Fig. 1: run 1, clock network drawn from the DEF
Scale bar: 20 microns.
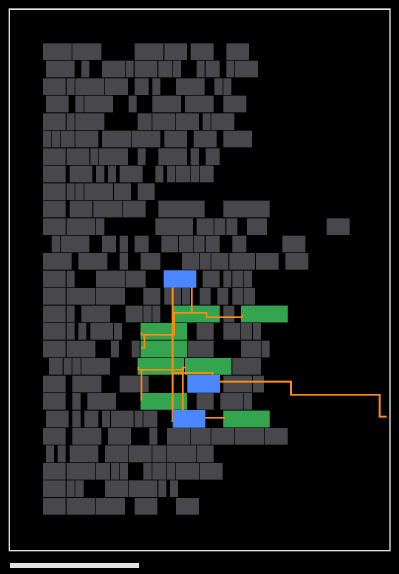
Fig. 2: run 1, congestion heat map
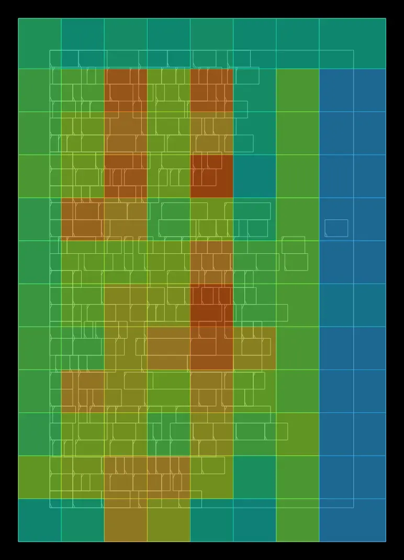
Fig. 3: run 1, gate families picked out
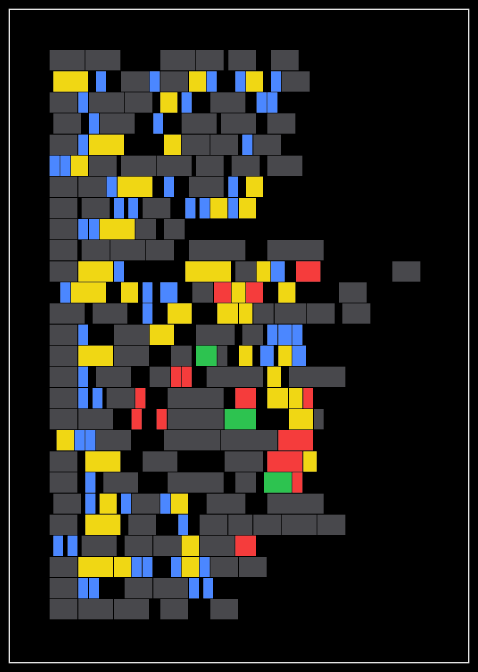
## src/rtl/dram_arbiter_if.sv

```systemverilog
// -----------------------------------------------------------------------------
// dram_arbiter_if
// Bundles every bus signal around the DRAM arbiter: the two requester ports
// (core = port 0, image I/O = port 1) and the single-port RAM side.
//
//   slave  : the arbiter. It takes requests and RAM read data, and it drives
//            grants, read-valid strobes, read data and the RAM command.
//   master : the surrounding system, meaning the requesters plus the RAM.
//            It drives requests and mem_dout, and it observes everything else.
//
// Signals
//   req0/1, we0/1, addr0/1, wdata0/1 : per-port request, write flag, address, data
//   gnt0/1                           : access issued this cycle
//   rvalid0/1, rdata0/1              : read return strobe and data
//   mem_addr, mem_read, mem_write,
//   mem_din, mem_dout                : RAM command and data
// -----------------------------------------------------------------------------
interface dram_arbiter_if #(
  parameter int AW = 16,
  parameter int DW = 8
);
  logic          req0;
  logic          req1;
  logic          we0;
  logic          we1;
  logic [AW-1:0] addr0;
  logic [AW-1:0] addr1;
  logic [DW-1:0] wdata0;
  logic [DW-1:0] wdata1;
  logic          gnt0;
  logic          gnt1;
  logic          rvalid0;
  logic          rvalid1;
  logic [DW-1:0] rdata0;
  logic [DW-1:0] rdata1;
  logic [AW-1:0] mem_addr;
  logic          mem_read;
  logic          mem_write;
  logic [DW-1:0] mem_din;
  logic [DW-1:0] mem_dout;

  modport slave (
    input  req0, req1, we0, we1, addr0, addr1, wdata0, wdata1, mem_dout,
    output gnt0, gnt1, rvalid0, rvalid1, rdata0, rdata1,
           mem_addr, mem_read, mem_write, mem_din
  );

  modport master (
    output req0, req1, we0, we1, addr0, addr1, wdata0, wdata1, mem_dout,
    input  gnt0, gnt1, rvalid0, rvalid1, rdata0, rdata1,
           mem_addr, mem_read, mem_write, mem_din
  );
endinterface

```

## src/rtl/dram_arbiter.sv

```systemverilog
// -----------------------------------------------------------------------------
// dram_arbiter
// Shares one single-port AW x DW RAM between two requesters.
// Port 0 is the processor core. Port 1 is the image I/O unit.
//
// Arbitration is round-robin with a burst limit. An owner keeps the RAM for
// up to MAX_BURST consecutive grants while the other port is requesting.
// Grants are combinational. A request is therefore issued in the cycle it
// is presented, and back-to-back grants sustain one access per clock.
//
// Reads are tracked in a RD_LATENCY-deep {valid, port} shift register. The
// matching rvalid pulses exactly when the RAM's registered mem_dout carries
// the data for that read.
//
// Ports
//   clk  : system clock, all logic on posedge
//   rst  : synchronous reset, active-high
//   bus  : dram_arbiter_if.slave (requester ports + RAM command/data)
// -----------------------------------------------------------------------------
module dram_arbiter #(
  parameter int AW         = 16,
  parameter int DW         = 8,
  parameter int MAX_BURST  = 4,
  parameter int RD_LATENCY = 1
) (
  input  logic          clk,
  input  logic          rst,
  dram_arbiter_if.slave bus
);

  localparam int CW = $clog2(MAX_BURST + 1);

  localparam logic [CW-1:0] CNT_ZERO = CW'(0);
  localparam logic [CW-1:0] CNT_ONE  = CW'(1);
  localparam logic [CW-1:0] CNT_MAX  = CW'(MAX_BURST);

  localparam logic [1:0] IDLE = 2'd0;
  localparam logic [1:0] OWN0 = 2'd1;
  localparam logic [1:0] OWN1 = 2'd2;

  // Burst counter increment that saturates at the burst limit.
  function automatic logic [CW-1:0] sat_inc(input logic [CW-1:0] cnt);
    if (cnt < CNT_MAX) begin
      return cnt + CNT_ONE;
    end else begin
      return CNT_MAX;
    end
  endfunction

  logic [1:0]          state_r;
  logic [1:0]          state_s;
  logic [CW-1:0]       burst_cnt_r;
  logic [CW-1:0]       burst_cnt_s;
  logic                last_r;
  logic                last_s;
  logic                gnt0_s;
  logic                gnt1_s;

  logic [AW-1:0]       mem_addr_s;
  logic [DW-1:0]       mem_din_s;
  logic                mem_read_s;
  logic                mem_write_s;

  logic                rd_issue_s;
  logic [RD_LATENCY-1:0] pipe_valid_r;
  logic [RD_LATENCY-1:0] pipe_port_r;
  logic [RD_LATENCY-1:0] pipe_valid_s;
  logic [RD_LATENCY-1:0] pipe_port_s;

  // Arbitration: choose this cycle's grant and the next owner/burst/last state.
  always_comb begin
    state_s     = state_r;
    burst_cnt_s = burst_cnt_r;
    last_s      = last_r;
    gnt0_s      = 1'b0;
    gnt1_s      = 1'b0;
    if (rst) begin
      state_s     = IDLE;
      burst_cnt_s = CNT_ZERO;
      last_s      = 1'b1;
    end else begin
      case (state_r)
        IDLE: begin
          // On a tie, the port that did not own the RAM most recently wins.
          if (bus.req0 && bus.req1) begin
            if (last_r) begin
              gnt0_s  = 1'b1;
              state_s = OWN0;
            end else begin
              gnt1_s  = 1'b1;
              state_s = OWN1;
            end
            burst_cnt_s = CNT_ONE;
          end else if (bus.req0) begin
            gnt0_s      = 1'b1;
            state_s     = OWN0;
            burst_cnt_s = CNT_ONE;
          end else if (bus.req1) begin
            gnt1_s      = 1'b1;
            state_s     = OWN1;
            burst_cnt_s = CNT_ONE;
          end else begin
            state_s     = IDLE;
          end
        end
        OWN0: begin
          if (bus.req0 && (!bus.req1 || (burst_cnt_r < CNT_MAX))) begin
            gnt0_s      = 1'b1;
            burst_cnt_s = sat_inc(burst_cnt_r);
          end else if (bus.req1) begin
            gnt1_s      = 1'b1;
            state_s     = OWN1;
            burst_cnt_s = CNT_ONE;
            last_s      = 1'b0;
          end else begin
            state_s     = IDLE;
            burst_cnt_s = CNT_ZERO;
            last_s      = 1'b0;
          end
        end
        OWN1: begin
          if (bus.req1 && (!bus.req0 || (burst_cnt_r < CNT_MAX))) begin
            gnt1_s      = 1'b1;
            burst_cnt_s = sat_inc(burst_cnt_r);
          end else if (bus.req0) begin
            gnt0_s      = 1'b1;
            state_s     = OWN0;
            burst_cnt_s = CNT_ONE;
            last_s      = 1'b1;
          end else begin
            state_s     = IDLE;
            burst_cnt_s = CNT_ZERO;
            last_s      = 1'b1;
          end
        end
        default: begin
          state_s     = IDLE;
          burst_cnt_s = CNT_ZERO;
          last_s      = 1'b1;
        end
      endcase
    end
  end

  // Arbiter state registers.
  always_ff @(posedge clk) begin
    if (rst) begin
      state_r     <= IDLE;
      burst_cnt_r <= CNT_ZERO;
      last_r      <= 1'b1;
    end else begin
      state_r     <= state_s;
      burst_cnt_r <= burst_cnt_s;
      last_r      <= last_s;
    end
  end

  // RAM command mux: route the granted port straight to the RAM in the same cycle.
  always_comb begin
    mem_addr_s  = {AW{1'b0}};
    mem_din_s   = {DW{1'b0}};
    mem_read_s  = 1'b0;
    mem_write_s = 1'b0;
    if (gnt0_s) begin
      mem_addr_s  = bus.addr0;
      mem_din_s   = bus.wdata0;
      mem_read_s  = ~bus.we0;
      mem_write_s = bus.we0;
    end else if (gnt1_s) begin
      mem_addr_s  = bus.addr1;
      mem_din_s   = bus.wdata1;
      mem_read_s  = ~bus.we1;
      mem_write_s = bus.we1;
    end else begin
      mem_addr_s  = {AW{1'b0}};
      mem_din_s   = {DW{1'b0}};
      mem_read_s  = 1'b0;
      mem_write_s = 1'b0;
    end
  end

  // Only reads enter the return pipeline. The port bit is 1 for port 1.
  assign rd_issue_s = mem_read_s;

  // Stage 0 takes the new entry and the older entries shift toward the output.
  // A depth of 1 has nothing to shift, so it gets its own branch.
  if (RD_LATENCY > 1) begin : g_pipe_deep
    assign pipe_valid_s = {pipe_valid_r[RD_LATENCY-2:0], rd_issue_s};
    assign pipe_port_s  = {pipe_port_r[RD_LATENCY-2:0], gnt1_s};
  end else begin : g_pipe_single
    assign pipe_valid_s = rd_issue_s;
    assign pipe_port_s  = gnt1_s;
  end

  // Read-return pipeline. Reset drops every in-flight read.
  always_ff @(posedge clk) begin
    if (rst) begin
      pipe_valid_r <= {RD_LATENCY{1'b0}};
      pipe_port_r  <= {RD_LATENCY{1'b0}};
    end else begin
      pipe_valid_r <= pipe_valid_s;
      pipe_port_r  <= pipe_port_s;
    end
  end

  assign bus.gnt0      = gnt0_s;
  assign bus.gnt1      = gnt1_s;
  assign bus.mem_addr  = mem_addr_s;
  assign bus.mem_din   = mem_din_s;
  assign bus.mem_read  = mem_read_s;
  assign bus.mem_write = mem_write_s;

  // The pipeline still holds its last entry during the reset cycle.
  // Gating with rst keeps a read issued just before reset from returning.
  assign bus.rvalid0 = pipe_valid_r[RD_LATENCY-1] & ~pipe_port_r[RD_LATENCY-1] & ~rst;
  assign bus.rvalid1 = pipe_valid_r[RD_LATENCY-1] &  pipe_port_r[RD_LATENCY-1] & ~rst;
  assign bus.rdata0  = bus.mem_dout;
  assign bus.rdata1  = bus.mem_dout;

endmodule

```

## src/flat_wrapper.sv

```systemverilog
// flat-port wrapper written by rule: the top's interface ports become plain ports
module dram_arbiter_flat 
#(
  parameter int AW         = 16,
  parameter int DW         = 8,
  parameter int MAX_BURST  = 4,
  parameter int RD_LATENCY = 1
)
  (clk, rst, bus_req0, bus_req1, bus_we0, bus_we1, bus_addr0, bus_addr1, bus_wdata0, bus_wdata1, bus_mem_dout, bus_gnt0, bus_gnt1, bus_rvalid0, bus_rvalid1, bus_rdata0, bus_rdata1, bus_mem_addr, bus_mem_read, bus_mem_write, bus_mem_din);
  dram_arbiter_if #(.AW(AW), .DW(DW)) bus_i ();
  input  logic clk;
  input  logic rst;
  input wire logic [$bits(bus_i.req0)-1:0] bus_req0;
  input wire logic [$bits(bus_i.req1)-1:0] bus_req1;
  input wire logic [$bits(bus_i.we0)-1:0] bus_we0;
  input wire logic [$bits(bus_i.we1)-1:0] bus_we1;
  input wire logic [$bits(bus_i.addr0)-1:0] bus_addr0;
  input wire logic [$bits(bus_i.addr1)-1:0] bus_addr1;
  input wire logic [$bits(bus_i.wdata0)-1:0] bus_wdata0;
  input wire logic [$bits(bus_i.wdata1)-1:0] bus_wdata1;
  input wire logic [$bits(bus_i.mem_dout)-1:0] bus_mem_dout;
  output wire logic [$bits(bus_i.gnt0)-1:0] bus_gnt0;
  output wire logic [$bits(bus_i.gnt1)-1:0] bus_gnt1;
  output wire logic [$bits(bus_i.rvalid0)-1:0] bus_rvalid0;
  output wire logic [$bits(bus_i.rvalid1)-1:0] bus_rvalid1;
  output wire logic [$bits(bus_i.rdata0)-1:0] bus_rdata0;
  output wire logic [$bits(bus_i.rdata1)-1:0] bus_rdata1;
  output wire logic [$bits(bus_i.mem_addr)-1:0] bus_mem_addr;
  output wire logic [$bits(bus_i.mem_read)-1:0] bus_mem_read;
  output wire logic [$bits(bus_i.mem_write)-1:0] bus_mem_write;
  output wire logic [$bits(bus_i.mem_din)-1:0] bus_mem_din;
  assign bus_i.req0 = bus_req0;
  assign bus_i.req1 = bus_req1;
  assign bus_i.we0 = bus_we0;
  assign bus_i.we1 = bus_we1;
  assign bus_i.addr0 = bus_addr0;
  assign bus_i.addr1 = bus_addr1;
  assign bus_i.wdata0 = bus_wdata0;
  assign bus_i.wdata1 = bus_wdata1;
  assign bus_i.mem_dout = bus_mem_dout;
  assign bus_gnt0 = bus_i.gnt0;
  assign bus_gnt1 = bus_i.gnt1;
  assign bus_rvalid0 = bus_i.rvalid0;
  assign bus_rvalid1 = bus_i.rvalid1;
  assign bus_rdata0 = bus_i.rdata0;
  assign bus_rdata1 = bus_i.rdata1;
  assign bus_mem_addr = bus_i.mem_addr;
  assign bus_mem_read = bus_i.mem_read;
  assign bus_mem_write = bus_i.mem_write;
  assign bus_mem_din = bus_i.mem_din;
  dram_arbiter #(.AW(AW), .DW(DW), .MAX_BURST(MAX_BURST), .RD_LATENCY(RD_LATENCY)) u_core (.clk(clk), .rst(rst), .bus(bus_i));
endmodule
```

## config.mk

```make
export PLATFORM = sky130hd
export DESIGN_NAME = dram_arbiter_flat
export DESIGN_NICKNAME = d
export VERILOG_FILES = /design/src/rtl/dram_arbiter_if.sv /design/src/rtl/dram_arbiter.sv /design/src/flat_wrapper.sv
export SDC_FILE = /design/constraint.sdc
export NUM_CORES = 1
export LEC_CHECK = 0
export CORE_AREA = 5 5 54 79
export DETAILED_ROUTE_END_ITERATION = 16
export DIE_AREA = 0 0 59 84
export PLACE_DENSITY = 0.84
export SLEW_MARGIN = 20
export SYNTH_ARGS = -nofsm -noshare
export SYNTH_HDL_FRONTEND = slang
export SYNTH_SLANG_ARGS = --single-unit
```

## constraint.sdc

```tcl
create_clock -name clk -period 3.15 [get_ports clk]
set_input_delay 0.63 -clock clk [delete_from_list [all_inputs] [get_ports clk]]
set_output_delay 0.63 -clock clk [all_outputs]
set_load 0.01 [all_outputs]
```

==> impl_metrics.csv, run 1 <==
group,metric,value,unit
synthesis,synth.avg_cell_area,6.70,sq um
setup_path,rrSetupSlack,1.53,ns
sta,fin_ws,0.133,ns
global_routing,grt_max_degree,33,
global_routing,grt_pass1_vias,1348,
global_routing,grt_pass1_wl,5870,microns
hold_path,min_to,"u_core.burst_cnt_r[0]",
setup_path,path_class,"in -> out",
placement,post-place-ws,0.00849,ns
power_and_ir_drop,power_density,255,nW/um^2
route,drt_wl_total,3690,microns
sta,fin_tns_setup,0,ns
cts,cts_htree_levels,1,
floorplanning,dieArea,4960,sq um
cts,cts_tree,"done",
synthesis,ys_seq_elements,8,
power_and_ir_drop,p_leak,1.13,nW
sta,slew_headroom,74.1,%
cts,cts_made_buffers,3,
floorplanning,fp_util,29.8,%
sta,hold_viol,0,
sta,finalSetupViolations,0,
finish,layout.nets,289,
route,wire_per_inst,13.8,microns
placement,dp.cells,264,
floorplanning,pin_count,108,
route,drtIter0Drc,23,
cts,clock_sinks,8,
power_and_ir_drop,power,500,uW
hold_path,hp-class,"reg -> reg",
cts,postCtsSetupBuffers,0,
setup_path,cp.arrival,2.39,ns
route,ant_nets,0,
placement,io_buffers,83,
setup_path,required,2.52,ns
synthesis,synth_area,1070,sq um
synthesis,ys_area,1070,sq um
route,dr.pass1.iters,4,
synthesis,synthesis.nets,222,
placement,detailed_place_hpwl,2990,microns
setup_path,rr_startpoint,"u_core.state_r[1]",
sta,finalClockPeriodUsage,95.8,%
finish,syn2layout_area_growth,84.0,%
floorplanning,num_rows,27,
route,vias,1314,
setup_path,end_kind,"output port",
run_status,outcome,"finished, final reports clean",
setup_path,worstRegToRegCells,5,
route,drc,0,
sta,report.final.slew_viol_count,0,
sta,fmax,0.331,GHz
placement,gp_congestion,0.829,
setup_path,r2r_end,"u_core.pipe_valid_r",
sta,worst_slew_pin_slew,0.387,ns
synthesis,yosys_warnings,0,
setup_path,crit_fanout,11,
cts,cts_buffer_depth,2,
hold_path,min_from,"u_core.burst_cnt_r[0]",
synthesis,ys_cells,159,
floorplanning,fp.dieW,59,microns
cts,cts-root-buf,"clkbuf_8",
job,openroad.warnings,26,
floorplanning,die_y,84,microns
sta,whs,0.504,ns
finish,drive_gt1_share,12.5,%
synthesis,flop_cell,"dfxtp_1",
route,via_per_inst,4.92,
job,drv_cap,0,
finish,antenna_cells,0,
sta,min_period,3.02,ns
hold_path,min_path_cells,2,
synthesis,synth.distinct_cells,28,
power_and_ir_drop,irDropWorstVdd,147,uV
synthesis,synth-async-reset-ratio,0,%
synthesis,synthCells,159,
finish,final_cell_mix,"clkdlybuf4s50_1, nand2_1, dlymetal6s2s_1",
global_routing,grt_antenna_before_repair,0,
## Picture notes: Fig. 1
clock drivers: drawn in blue, count 3. clock wires: drawn in orange, length 124 microns. flip-flops: drawn in green, count 8.
There are 4 routed clock nets.
Worst Skew: 0.00140 ns
total clock network power: 119 uW
clk_lat worst skew: 0.22 ns
Clock Power Share: 23.8%

## Picture notes: Fig. 2
GR Util met1: 14.8%
GRT Resource Usage Total: 14.8%
GR Layer Usage met2: 27.5%

## Picture notes: Fig. 3
AND-OR and OR-AND gates: drawn in green, cells 3. NOR gates: drawn in red, cells 14, most used nor2_1, where centre. NAND gates: drawn in blue, cells 57, most used nand2_1. inverting AOI/OAI gates: drawn in yellow, cells 40, most used o22ai_1.
combinational share of cell area: 35.3%
Top cell excl fill/tap: clkdlybuf4s50_1
post-route insts no fill: 267

[run 1: repair_timing]
item	CTS	global route
hold endpoints to repair	0	0
resized	0	27
setup endpoints to repair	0	27
[run 1: Yosys cell counts, drive strengths merged, types with 2 or more instances]
cell type,count,area (sq um)
nor2b,2,12.5
nand3,4,20.0
o32ai,3,26.3
dfxtp,8,160
nor2,7,26.3
buf,31,213
inv,2,7.51
o211ai,2,15.0
o21ai,4,20.0
a21oi,5,25.0
o22ai,25,219
nor3b,4,40.0
nand2,52,195
[run 1: kinds of logic (layout without fill, tap and decap cells)]
logic type	after synthesis	in the layout	share of synthesized area, %
and+or+nand+nor	73	73	30.9
buffers and inverters	34	99	21.0
AOI/OAI and AO/OA	43	43	31.9
DFF	8	8	15.0
adders and majority gates	1	1	1.17
[run 1: cell type report]
class,count,area [sq um],area share (%)
Tap cell,43,53.8,2.74
Timing Repair Buffer,94,1010,51.3
Clock buffer,3,41.3,2.10
Multi-Input combinational cell,117,693,35.3
Sequential cell,8,160,8.16
Inverter,2,7.51,0.383
[run 1: worst max-delay path, cell delays in order]
cell and delay, ns:
clkdlybuf4s50_1 0.51, a21oi_1 0.10, o211ai_1 0.34, buf_4 0.28, nor2_1 0.06, clkdlybuf4s50_1 0.48
[run 1: routing by layer]
layer / wire length [microns] / global-route usage, %
met1: 1270 / 14.8
met2: 1970 / 27.5
met3: 379 / 5.26
met4: 76 / 4.33
met5: 0 / 0
[run 1: worst max path at each step]
stage,slack (ns),end,start,cells after the start
floorplan,0.87,bus_mem_addr[10],bus_req1,7
global placement,0.06,bus_mem_din[6],bus_req1,7
detailed placement,0.008,bus_mem_din[2],bus_req1,7
CTS,0.002,bus_mem_din[2],bus_req1,7
global route,0.02,bus_gnt1,bus_req0,6
finish,0.13,bus_gnt1,bus_req0,6
[run 1: per-stage QoR]
step                area (sq um)  utilization [%]
global placement            1850             51.7
finish                      1960             54.8
global route                1960             54.8
detailed placement          1850             51.7
CTS                         1890             52.9
floorplan                   1070                -
[run 1: where the power goes]
part / total (mW) / leakage [nW] / switching (mW) / internal [mW]
sequential: 0.118 / 0.0659 / 0.00880 / 0.109
combinational: 0.264 / 1.04 / 0.110 / 0.154
clock: 0.119 / 0.0216 / 0.0364 / 0.0824
[run 1: sequential cells by signal (all words and copies together), names as in the netlist]
signal / flops
u_core.pipe_port_r: 1
u_core.state_r: 2
u_core.last_r: 1
u_core.pipe_valid_r: 1
u_core.burst_cnt_r: 3
==> inputs of run 2 (changes only) <==
Settings changed: CAP_MARGIN from default to 20.
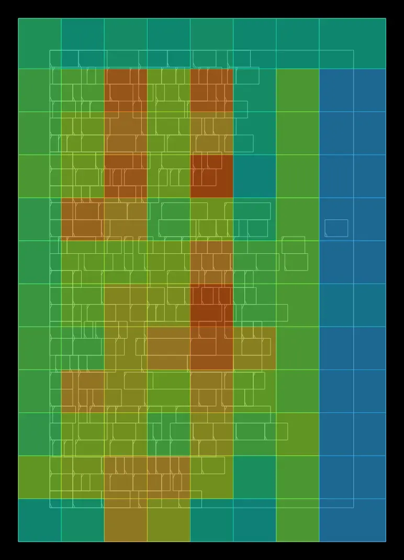
Fig. 4. Congestion heat map (run 2).
global routing usage on met3: 5.26%
fin util: 54.8%

==> run 2 against run 1 <==
Critical endpoint unchanged. Worst hold slack unchanged. Setup slack unchanged. Via count unchanged. Total power unchanged. Register-to-register slack about the same. Sequential cell count stayed put. Clock-buffer cell count unchanged. Global-route usage stayed put. Largest cell class unchanged. Final area did not move. Synthesized area unchanged. Clock power hardly changed. Sequential power hardly changed.
==> impl_metrics.csv, run 2 <==
group,metric,value,unit
route,top_layer,"met4",
setup_path,cpMostUsedCell,"clkdlybuf4s50_1",
synthesis,flop_cell,"dfxtp_1",
sta,hold_viol,0,
sta,finalSetupViolations,0,
setup_path,path_class,"in -> out",
route,wl_met2,1970,microns
setup_path,slowest_delay,0.51,ns
floorplanning,num_rows,27,
sta,worst_slew_pin_slew,0.387,ns
synthesis,ys_seq_elements,8,
synthesis,yosysMostFrequentCell,"nand2_1",
sta,finalClockPeriodUsage,95.8,%
job,drv_cap,0,
synthesis,yosysTopAreaCell,"nand2_1",
route,drtIter0Drc,23,
finish,regMostFlops,"u_core.burst_cnt_r",
hold_path,hp-class,"reg -> reg",
route,drc,0,
global_routing,grt_use_total,14.8,%
cts,cts-root-buf,"clkbuf_8",
route,drt_wl_total,3690,microns
run_status,outcome,"finished, final reports clean",
finish,syn2layout_area_growth,84.0,%
route,wl_met1,1270,microns
finish,antenna_cells,0,
finish,largest_register_ffs,3,
route,ant_nets,0,
finish,reg_top3,"u_core.burst_cnt_r: 3 flops, u_core.state_r: 2 flops",
synthesis,top_area_share,18.3,%
setup_path,cp_num_buf_inv,3,
synthesis,common_cells,"nand2_1, buf_4, o22ai_1, buf_2, o22ai_2",
power_and_ir_drop,power,500,uW
global_routing,grt_antenna_before_repair,0,
sta,slew_headroom,74.1,%
synthesis,synthesis.nets,222,
cts,clock_sinks,8,
placement,gp_congestion,0.829,
cts,cts_tree,"done",
synthesis,synth.avg_cell_area,6.70,sq um
job,openroad.warnings,26,
route,dr.pass1.iters,4,
setup_path,worstRegToRegCells,5,
synthesis,synth_area,1070,sq um
floorplanning,fp.dieW,59,microns
hold_path,min_to,"u_core.burst_cnt_r[0]",
route,route.met3.wl,379,microns
setup_path,r2r_end,"u_core.pipe_valid_r",
setup_path,crit_fanout,11,
power_and_ir_drop,p_leak,1.13,nW
synthesis,synth-async-reset-ratio,0,%
power_and_ir_drop,power_density,255,nW/um^2
hold_path,min_path_cells,2,
placement,io_buffers,83,
synthesis,area_leaders,"nand2_1, dfxtp_1, buf_4",
placement,detailed_place_hpwl,2990,microns
hold_path,min_from,"u_core.burst_cnt_r[0]",
setup_path,crit_chain,"clkdlybuf4s50_1, a21oi_1, o211ai_1, buf_4, nor2_1, clkdlybuf4s50_1",
global_routing,grt_pass1_wl,5870,microns
synthesis,synth.distinct_cells,28,
synthesis,yosys_warnings,0,
setup_path,cp.arrival,2.39,ns
cts,cts_htree_levels,1,
sta,whs,0.504,ns
setup_path,slowest_stage,"clkdlybuf4s50_1",
power_and_ir_drop,irDropWorstVdd,147,uV
route,via_per_inst,4.92,
finish,layout.cells.most_common,"clkdlybuf4s50_1",
floorplanning,dieArea,4960,sq um
setup_path,rrSetupSlack,1.53,ns
cts,clock_latency,0.22,ns
finish,drive_gt1_share,12.5,%
sta,fmax,0.331,GHz
floorplanning,die_y,84,microns
sta,min_period,3.02,ns
sta,fin_skew,0.00140,ns
cts,cts_buffer_depth,2,
==> run 2: cell counts after synthesis <==
Identical to the previous run, type by type.
==> run 2: kinds of logic after synthesis <==
logic type               after synthesis  synth area share [%]
AND/OR/NAND/NOR                       73                  30.9
flip-flops                             8                  15.0
buffers and inverters                 34                  21.0
adder cells (fa/ha/maj)                1                  1.17
AND-OR/OR-AND                         43                  31.9
==> run 2: worst min-delay path, delay by kind of cell (launching register included) <==
| kind | cells | cell delay, ns |
|---|---|---|
| buffers and inverters | 1 | 0.05 |
| AOI/OAI and AO/OA | 1 | 0.08 |
| DFF | 1 | 0.32 |
==> run 2: cell type report <==
type	instances	area, sq um	area share (%)
Tap cell	43	53.8	2.74
Clock buffer	3	41.3	2.10
Timing Repair Buffer	94	1010	51.3
Multi-Input combinational cell	117	693	35.3
Inverter	2	7.51	0.383
Sequential cell	8	160	8.16
==> run 2: layer usage <==
metal	track usage (%)	up-vias
li1	-	670
met1	14.8	572
met2	27.5	61
met3	5.26	11
met4	4.33	0
met5	0	-
==> run 2: worst max path at each step <==
| stage | to | slack, ns | start | cells past startpoint |
|---|---|---|---|---|
| floorplan | bus_mem_addr[10] | 0.87 | bus_req1 | 7 |
| global placement | bus_mem_din[6] | 0.06 | bus_req1 | 7 |
| detailed placement | bus_mem_din[2] | 0.008 | bus_req1 | 7 |
| CTS | bus_mem_din[2] | 0.002 | bus_req1 | 7 |
| global route | bus_gnt1 | 0.02 | bus_req0 | 6 |
| finish | bus_gnt1 | 0.13 | bus_req0 | 6 |
==> run 2: power by group <==
part           total [mW]  switching [mW]  internal (mW)
Sequential          0.118         0.00880          0.109
Combinational       0.264           0.110          0.154
Clock               0.119          0.0364         0.0824
==> run 2: repair_timing <==
action,CTS,global route
setup buffers,0,0
setup endpoints to repair,0,27
resized,0,27
==> run 2: metrics by stage <==
| stage | std cells | setup WS (ns) | utilization (%) | area [sq um] |
|---|---|---|---|---|
| 2_1_floorplan | 159 | 0.873 | - | 1070 |
| 3_3_place_gp | 264 | 0.0559 | 51.7 | 1850 |
| 3_5_place_dp | 264 | 0.00849 | 51.7 | 1850 |
| 4_1_cts | 267 | 0.00152 | 52.9 | 1890 |
| 5_1_grt | 267 | 0.0151 | 54.8 | 1960 |
| 6_report | 267 | 0.133 | 54.8 | 1960 |
==> inputs of run 3 (changes only) <==
Settings changed: SKIP_LAST_GASP from default to 1.
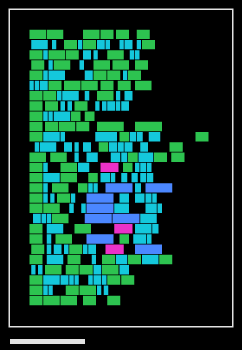
Fig. 5. Cell classes on the final placement (run 3).
Scale bar: 20 microns.
other buffers and delay cells: drawn in green, cells 94. flops: drawn in blue, cells 8. clock drivers: drawn in magenta, cells 3. combinational and other logic: drawn in cyan, cells 119.
Cell Rows: 27
Finished Cell Area: 1960 sq um
flop share of the area: 8.16%

==> run 3 against run 2 <==
Clock power about the same. Synthesized cell count unchanged. Cell count unchanged. Routed wire length unchanged. Sequential share of layout area unchanged. Worst hold slack unchanged. Clock skew unchanged. Largest cell class unchanged. Largest power group unchanged.
==> impl_metrics.csv, run 3 <==
group,metric,value,unit
run_status,outcome,"finished, final reports clean",
global_routing,grt_pass1_vias,1348,
cts,clock_latency,0.22,ns
route,ant_nets,0,
sta,report.final.slew_viol_count,0,
floorplanning,dieArea,4960,sq um
sta,fin_tns_setup,0,ns
synthesis,synthesis.nets,222,
power_and_ir_drop,irDropWorstVdd,147,uV
sta,fin_skew,0.00140,ns
synthesis,common_cells,"nand2_1, buf_4, o22ai_1, buf_2, o22ai_2",
setup_path,cp_num_buf_inv,3,
finish,final_cell_mix,"clkdlybuf4s50_1, nand2_1, dlymetal6s2s_1",
setup_path,path_class,"in -> out",
placement,post_dp_cell_area,1850,sq um
cts,clock_sinks,8,
setup_path,critical-path-top-delay-family,"buffers and inverters",
cts,cts_buffer_depth,2,
synthesis,synth_area,1070,sq um
finish,layout.cells.most_common,"clkdlybuf4s50_1",
synthesis,top_area_share,18.3,%
setup_path,crit_fanout,11,
placement,detailed_place_hpwl,2990,microns
route,vias,1314,
synthesis,synth-adder-area-share,1.17,%
sta,fmax,0.331,GHz
route,via_per_inst,4.92,
finish,drive_gt1_share,12.5,%
cts,cts_htree_levels,1,
synthesis,synth.distinct_cells,28,
route,drtIter0Drc,23,
cts,cts_tree,"done",
setup_path,crit_chain,"clkdlybuf4s50_1, a21oi_1, o211ai_1, buf_4, nor2_1, clkdlybuf4s50_1",
placement,gp_congestion,0.829,
setup_path,cpMostUsedCell,"clkdlybuf4s50_1",
synthesis,yosys_warnings,0,
power_and_ir_drop,p_clk_share,23.8,%
power_and_ir_drop,power_density,255,nW/um^2
power_and_ir_drop,swShare,31.0,%
synthesis,aoi_share,31.9,%
global_routing,grt_max_degree,33,
setup_path,cp.arrival,2.39,ns
synthesis,ys_cells,159,
finish,largest_register_ffs,3,
setup_path,end_kind,"output port",
power_and_ir_drop,p_leak,1.13,nW
floorplanning,fp.dieW,59,microns
finish,layout.nets,289,
synthesis,mux_share,0,%
job,openroad.warnings,26,
floorplanning,fp_util,29.8,%
global_routing,grt_antenna_before_repair,0,
job,drv_cap,0,
synthesis,synth.avg_cell_area,6.70,sq um
synthesis,flop_cell,"dfxtp_1",
power_and_ir_drop,p_seq_share,23.5,%
synthesis,synthCells,159,
sta,worst_slew_pin_slew,0.387,ns
finish,fin_util,54.8,%
route,drt_wl_total,3690,microns
sta,whs,0.504,ns
power_and_ir_drop,p_sw,155,uW
synthesis,yosysMostFrequentCell,"nand2_1",
synthesis,synth-async-reset-ratio,0,%
floorplanning,pin_count,108,
synthesis,topCombFamilyByArea,"AND-OR/OR-AND gates",
cts,cts-root-buf,"clkbuf_8",
power_and_ir_drop,combPwrFrac,52.7,%
cts,cts_made_buffers,3,
sta,finalSetupViolations,0,
global_routing,grt_use_total,14.8,%
floorplanning,die_y,84,microns
setup_path,required,2.52,ns
synthesis,ys_area,1070,sq um
synthesis,synth-simple-area-share,30.9,%
finish,antenna_cells,0,
synthesis,ys_sh_xor,0,%
setup_path,slowest_delay,0.51,ns
sta,slew_headroom,74.1,%
route,dr.pass1.iters,4,
route,wire_per_inst,13.8,microns
synthesis,ys_seq_elements,8,
power_and_ir_drop,intPower,345,uW
sta,finalClockPeriodUsage,95.8,%
global_routing,grt_pass1_wl,5870,microns
[run 3: cell counts after synthesis]
Identical to the previous run, type by type.
[run 3: through the flow]
stage          total power, mW  instances  setup slack, ns
4_1_cts                  0.514        267          0.00152
3_5_place_dp             0.392        264          0.00849
6_report                 0.500        267            0.133
3_3_place_gp             0.388        264           0.0559
2_1_floorplan            0.260        159            0.873
5_1_grt                  0.539        267           0.0151
[run 3: what timing repair did]
action                                  CTS  global route
hold buffers                              0             0
endpoints found under the setup margin    0            27
setup buffers                             0             0
resized                                   0            27
[run 3: path summary, 6_finish.rpt]
path                                             from                    end  slack (ns)  cells past startpoint
worst max-delay path                         bus_req0               bus_gnt1        0.13                      6
worst min-delay path            u_core.burst_cnt_r[0]  u_core.burst_cnt_r[0]        0.50                      2
worst max register to register      u_core.state_r[1]    u_core.pipe_valid_r        1.53                      5
worst min register to register  u_core.burst_cnt_r[0]  u_core.burst_cnt_r[0]        0.50                      2
[run 3: area by class of cell]
| type | count | area, sq um | area share, % |
|---|---|---|---|
| repair buffers | 94 | 1010 | 51.3 |
| flip-flops and latches | 8 | 160 | 8.16 |
| multi-input cells | 117 | 693 | 35.3 |
| clock buffers | 3 | 41.3 | 2.10 |
| well taps | 43 | 53.8 | 2.74 |
| inverters | 2 | 7.51 | 0.383 |
[run 3: logic make-up after synthesis]
kind of cell,after synthesis
DFF,8
and+or+nand+nor,73
adders and majority gates,1
buffers and inverters,34
AOI/OAI and AO/OA,43
[run 3: worst register-to-register path, delay by kind of cell (launching register included)]
family / cells / cell delay (ns)
buffers and inverters: 1 / 0.22
AND-OR/OR-AND: 3 / 0.60
AND/OR/NAND/NOR: 1 / 0.13
flip-flops: 1 / 0.54
[run 3: layer usage]
metal  vias up  wire length, microns  track usage (%)
met5         -                     0                0
met2        61                  1970             27.5
met1       572                  1270             14.8
li1        670                     -                -
met4         0                    76             4.33
met3        11                   379             5.26
[run 3: power by group through the flow]
stage	combinational [mW]	sequential [mW]	clock, mW
detailed placement	0.272	0.119	0
global route	0.286	0.119	0.134
global placement	0.269	0.119	0
CTS	0.274	0.118	0.123
floorplan	0.147	0.113	0
finish	0.264	0.118	0.119
Power figures rest on the tool's default switching activity, not on a simulated workload.
